==> images/congestion.png <==
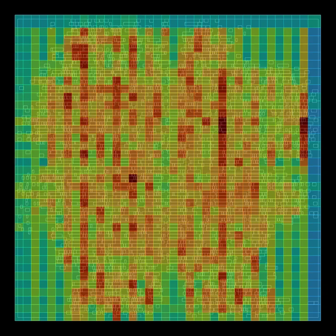
==> images/layer_met2.png <==
Scale bar: 100 um.
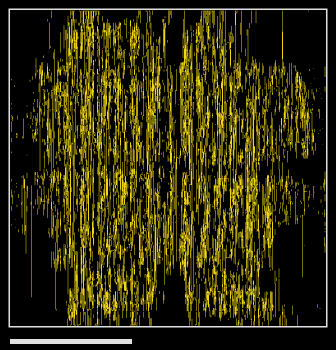
$ cat config.mk
export PLATFORM = sky130hd
export DESIGN_NAME = pkt_gen
export DESIGN_NICKNAME = d
export VERILOG_FILES = /design/src/rtl/pkt_gen.sv
export SDC_FILE = /design/constraint.sdc
export NUM_CORES = 1
export LEC_CHECK = 0
export ABC_AREA = 1
export CAP_MARGIN = 0
export CELL_PAD_IN_SITES_DETAIL_PLACEMENT = 0
export CELL_PAD_IN_SITES_GLOBAL_PLACEMENT = 1
export CORE_MARGIN = 2
export CORE_UTILIZATION = 45
export CTS_BUF_LIST = sky130_fd_sc_hd__clkbuf_8
export DETAILED_ROUTE_END_ITERATION = 10
export PLACE_DENSITY = 0.89
export SLEW_MARGIN = 20
export SYNTH_ARGS = -nofsm -noshare
export SYNTH_HDL_FRONTEND = slang
export SYNTH_SLANG_ARGS = --single-unit
$ cat constraint.sdc
create_clock -name clk -period 2.7 [get_ports clk]
set_input_delay 0.405 -clock clk [delete_from_list [all_inputs] [get_ports clk]]
set_output_delay 0.405 -clock clk [all_outputs]
set_load 0.01 [all_outputs]
$ cat src/rtl/pkt_gen.sv
// Per-port descriptor FIFO plus packet expander: each 32-bit descriptor becomes
// one header beat followed by L payload beats on a per-port valid/ready stream.
module pkt_gen #(
   parameter int NPORTS     = 4,
   parameter int FIFO_DEPTH = 4
) (
   input  logic                  clk,
   input  logic                  reset_n,
   input  logic                  enable,
   input  logic [NPORTS-1:0]     desc_en,
   input  logic [31:0]           desc_data,
   output logic [NPORTS-1:0]     pkt_valid,
   output logic [32*NPORTS-1:0]  pkt_data,
   output logic [NPORTS-1:0]     pkt_last,
   input  logic [NPORTS-1:0]     pkt_ready,
   output logic [NPORTS-1:0]     desc_drop,
   output logic [3*NPORTS-1:0]   fifo_count
);

   localparam int PW = $clog2(FIFO_DEPTH);
   localparam logic [2:0] FULL = 3'(FIFO_DEPTH);

   localparam logic [1:0] S_IDLE = 2'd0;
   localparam logic [1:0] S_HDR  = 2'd1;
   localparam logic [1:0] S_PAY  = 2'd2;

   for (genvar p = 0; p < NPORTS; p++) begin : g_port
      localparam logic [1:0] PIDX = 2'(p);

      logic [31:0]   mem [FIFO_DEPTH];
      logic [PW-1:0] wr_ptr;
      logic [PW-1:0] rd_ptr;
      logic [2:0]    count;
      logic          drop;
      logic [1:0]    state;
      logic [31:0]   work;
      logic [5:0]    beat;
      logic [5:0]    len;
      logic          pop;
      logic          push_ok;
      logic          pay_last;
      logic [31:0]   lane_data;
      logic          lane_last;

      assign len      = work[29:24];
      assign pop      = (state == S_IDLE) && enable && (count != 3'd0);
      // A full FIFO still accepts a write when the head leaves in the same cycle.
      assign push_ok  = desc_en[p] && ((count != FULL) || pop);
      assign pay_last = (beat == (len - 6'd1));

      always_ff @(posedge clk) begin
         if (push_ok) begin
            mem[wr_ptr] <= desc_data;
         end
      end

      always_ff @(posedge clk or negedge reset_n) begin
         if (!reset_n) begin
            wr_ptr <= '0;
            rd_ptr <= '0;
            count  <= 3'd0;
            drop   <= 1'b0;
         end else begin
            drop <= desc_en[p] && !push_ok;
            if (push_ok) begin
               wr_ptr <= wr_ptr + 1'b1;
            end
            if (pop) begin
               rd_ptr <= rd_ptr + 1'b1;
            end
            case ({push_ok, pop})
               2'b10:   count <= count + 3'd1;
               2'b01:   count <= count - 3'd1;
               default: count <= count;
            endcase
         end
      end

      always_ff @(posedge clk or negedge reset_n) begin
         if (!reset_n) begin
            state <= S_IDLE;
            work  <= '0;
            beat  <= '0;
         end else begin
            case (state)
               S_IDLE: begin
                  if (pop) begin
                     work  <= mem[rd_ptr];
                     beat  <= '0;
                     state <= S_HDR;
                  end
               end
               S_HDR: begin
                  if (pkt_ready[p]) begin
                     state <= (len == 6'd0) ? S_IDLE : S_PAY;
                  end
               end
               S_PAY: begin
                  if (pkt_ready[p]) begin
                     beat <= beat + 6'd1;
                     if (pay_last) begin
                        state <= S_IDLE;
                     end
                  end
               end
               default: state <= S_IDLE;
            endcase
         end
      end

      // Beat contents come straight from the working registers, so they hold while stalled.
      always_comb begin
         lane_data = '0;
         lane_last = 1'b0;
         case (state)
            S_HDR: begin
               lane_data = {work[31:24], PIDX, work[21:0]};
               lane_last = (len == 6'd0);
            end
            S_PAY: begin
               lane_data = {2'b00, beat, work[23:0]};
               lane_last = pay_last;
            end
            default: begin
               lane_data = '0;
               lane_last = 1'b0;
            end
         endcase
      end

      assign pkt_valid[p]          = (state != S_IDLE);
      assign pkt_data[32*p +: 32]  = lane_data;
      assign pkt_last[p]           = lane_last;
      assign desc_drop[p]          = drop;
      assign fifo_count[3*p +: 3]  = count;
   end

endmodule

==> flow report <==
===========================================================================
Sinks on Clock Net                                                      704
TritonCTS buffer count                                                  109
Final instance area                                              0.0349 mm2
Fraction of final layout cells sized beyond drive strength 1          0.131
Clk pin slew, worst setup/hold paths                                0.06 ns
Required time of the critical path                                  2.30 ns
Number of cells on the worst reg-to-reg path                             11
FF+latch count, synth                                                   704
Count of buffers from port buffering                                    194
Horizontal die dimension                                             259 um
Outcome                                                           completed
Worst vdd rail ir drop                                             0.628 mV
Share of the core filled by cells before placement                    0.455
Leakage power figure                                                13.9 nW
Endpoint class of the critical path                            primary output
Area growth from synthesis to layout                                  19.1%
Transition time at the pin with the least slew margin              0.909 ns
Final Routed Wirelength                                            71600 um
Core Region                                                      0.0645 mm2
Biggest cell category by area in the final layout              flip-flops and latches
Non-clock buffer share of cell area                                  0.0794
Largest net degree at the start of global routing                        66
Cell type with the largest total area after synthesis          sky130_fd_sc_hd__edfxtp_1
Chip area line of the yosys report                               0.0293 mm2
1st-iter DRT viols                                                     1998
Number of rows created at floorplan                                      93
Count of unresolved DRC violations after routing                          0
Maximum buffer depth of the clock tree                                    3
Vias post-DR                                                          20000
Critical-path maximum fanout                                             22
Netlist Area Pre-Place                                           0.0293 mm2
Critical path startpoint                                       g_port[1].state[0]
Sum Neg Setup Slack                                                    0 ns
Number of well taps                                                     855
Category of the most critical setup path                       flop to primary output
Top-level I/O count                                                     195
===========================================================================
Back to the opening pictures, congestion.png:
final routed wire length divided by cell count: 18.9 um
met1 usage in global routing: 0.282
met2 Use GR: 0.358

Back to the opening pictures, layer_met2.png:
longest straight run: 91.8 um
wire length on this layer: 35.0 mm
share of all routed wire: 49%
nets with wire on the layer: 2355

-- cell families after synthesis --
kind of cell             count (synthesis)  synth area share
AND/OR/NAND/NOR                        819             0.114
flip-flops                             704             0.689
AND-OR/OR-AND                          594             0.109
buffers and inverters                  382            0.0585
adder cells (fa/ha/maj)                 48            0.0215
XOR/XNOR                                27           0.00807
-- per-layer routing --
| metal | share of wire | GRT usage | up-vias |
|---|---|---|---|
| met5 | 0.00015 | 0 | - |
| met4 | 0.028 | 0.0741 | 2 |
| met3 | 0.066 | 0.0311 | 132 |
| met2 | 0.49 | 0.358 | 751 |
| met1 | 0.42 | 0.282 | 9732 |
| li1 | - | - | 9378 |
-- state kept, by name, indices dropped and copies added (netlist names) --
name           cells
g_port.beat       24
g_port.count      12
g_port.drop        4
g_port.mem       512
g_port.rd_ptr      8
g_port.state       8
g_port.work      128
g_port.wr_ptr      8
-- placed cells by master, fill, tap and decap left out, types with 16 or more instances in the layout --
cell	instances
sky130_fd_sc_hd__edfxtp_1	512
sky130_fd_sc_hd__nor2_1	412
sky130_fd_sc_hd__o21ai_0	379
sky130_fd_sc_hd__nand2_1	276
sky130_fd_sc_hd__inv_1	249
sky130_fd_sc_hd__dfrtp_1	192
sky130_fd_sc_hd__o22ai_1	141
sky130_fd_sc_hd__clkbuf_8	116
sky130_fd_sc_hd__dlygate4sd2_1	88
sky130_fd_sc_hd__clkdlybuf4s50_1	64
sky130_fd_sc_hd__nand3_1	59
sky130_fd_sc_hd__buf_4	53
sky130_fd_sc_hd__inv_2	36
sky130_fd_sc_hd__o21ai_1	34
sky130_fd_sc_hd__ha_1	29
sky130_fd_sc_hd__buf_12	28
sky130_fd_sc_hd__nor2_2	25
sky130_fd_sc_hd__clkinv_1	23
sky130_fd_sc_hd__buf_2	21
sky130_fd_sc_hd__a21oi_1	19
sky130_fd_sc_hd__clkinv_2	18
sky130_fd_sc_hd__xor2_1	17
sky130_fd_sc_hd__nand2_2	16
-- worst max path at each step --
stage | end | cells past startpoint | slack [ns]
final | pkt_data[33] | 6 | 0.09
after global routing | pkt_last[1] | 11 | -0.02
after CTS | pkt_data[61] | 5 | -0.11
after detailed placement | g_port[2].count[2] | 10 | 0.14
after global placement | g_port[2].count[2] | 10 | 0.14
after floorplan | g_port[3].mem[0][0] | 6 | -0.13
-- worst max-delay path: stages, from the launching register on --
cell	delay [ns]
sky130_fd_sc_hd__dfrtp_1	0.40
sky130_fd_sc_hd__inv_2	0.08
sky130_fd_sc_hd__ha_4	0.30
sky130_fd_sc_hd__o21ai_1	0.11
sky130_fd_sc_hd__buf_12	0.18
sky130_fd_sc_hd__nor2_1	0.19
sky130_fd_sc_hd__clkdlybuf4s15_1	0.27
-- stage by stage --
| step | hold slack [ns] | setup slack, ns | std cells |
|---|---|---|---|
| floorplan | 0.109 | -0.134 | 2574 |
| global placement | 0.451 | 0.138 | 3550 |
| detailed placement | 0.455 | 0.135 | 3550 |
| CTS | 0.260 | -0.107 | 3773 |
| global route | 0.294 | -0.0231 | 3782 |
| finish | 0.288 | 0.0924 | 3782 |
Power is estimated from default activity; no workload was simulated.
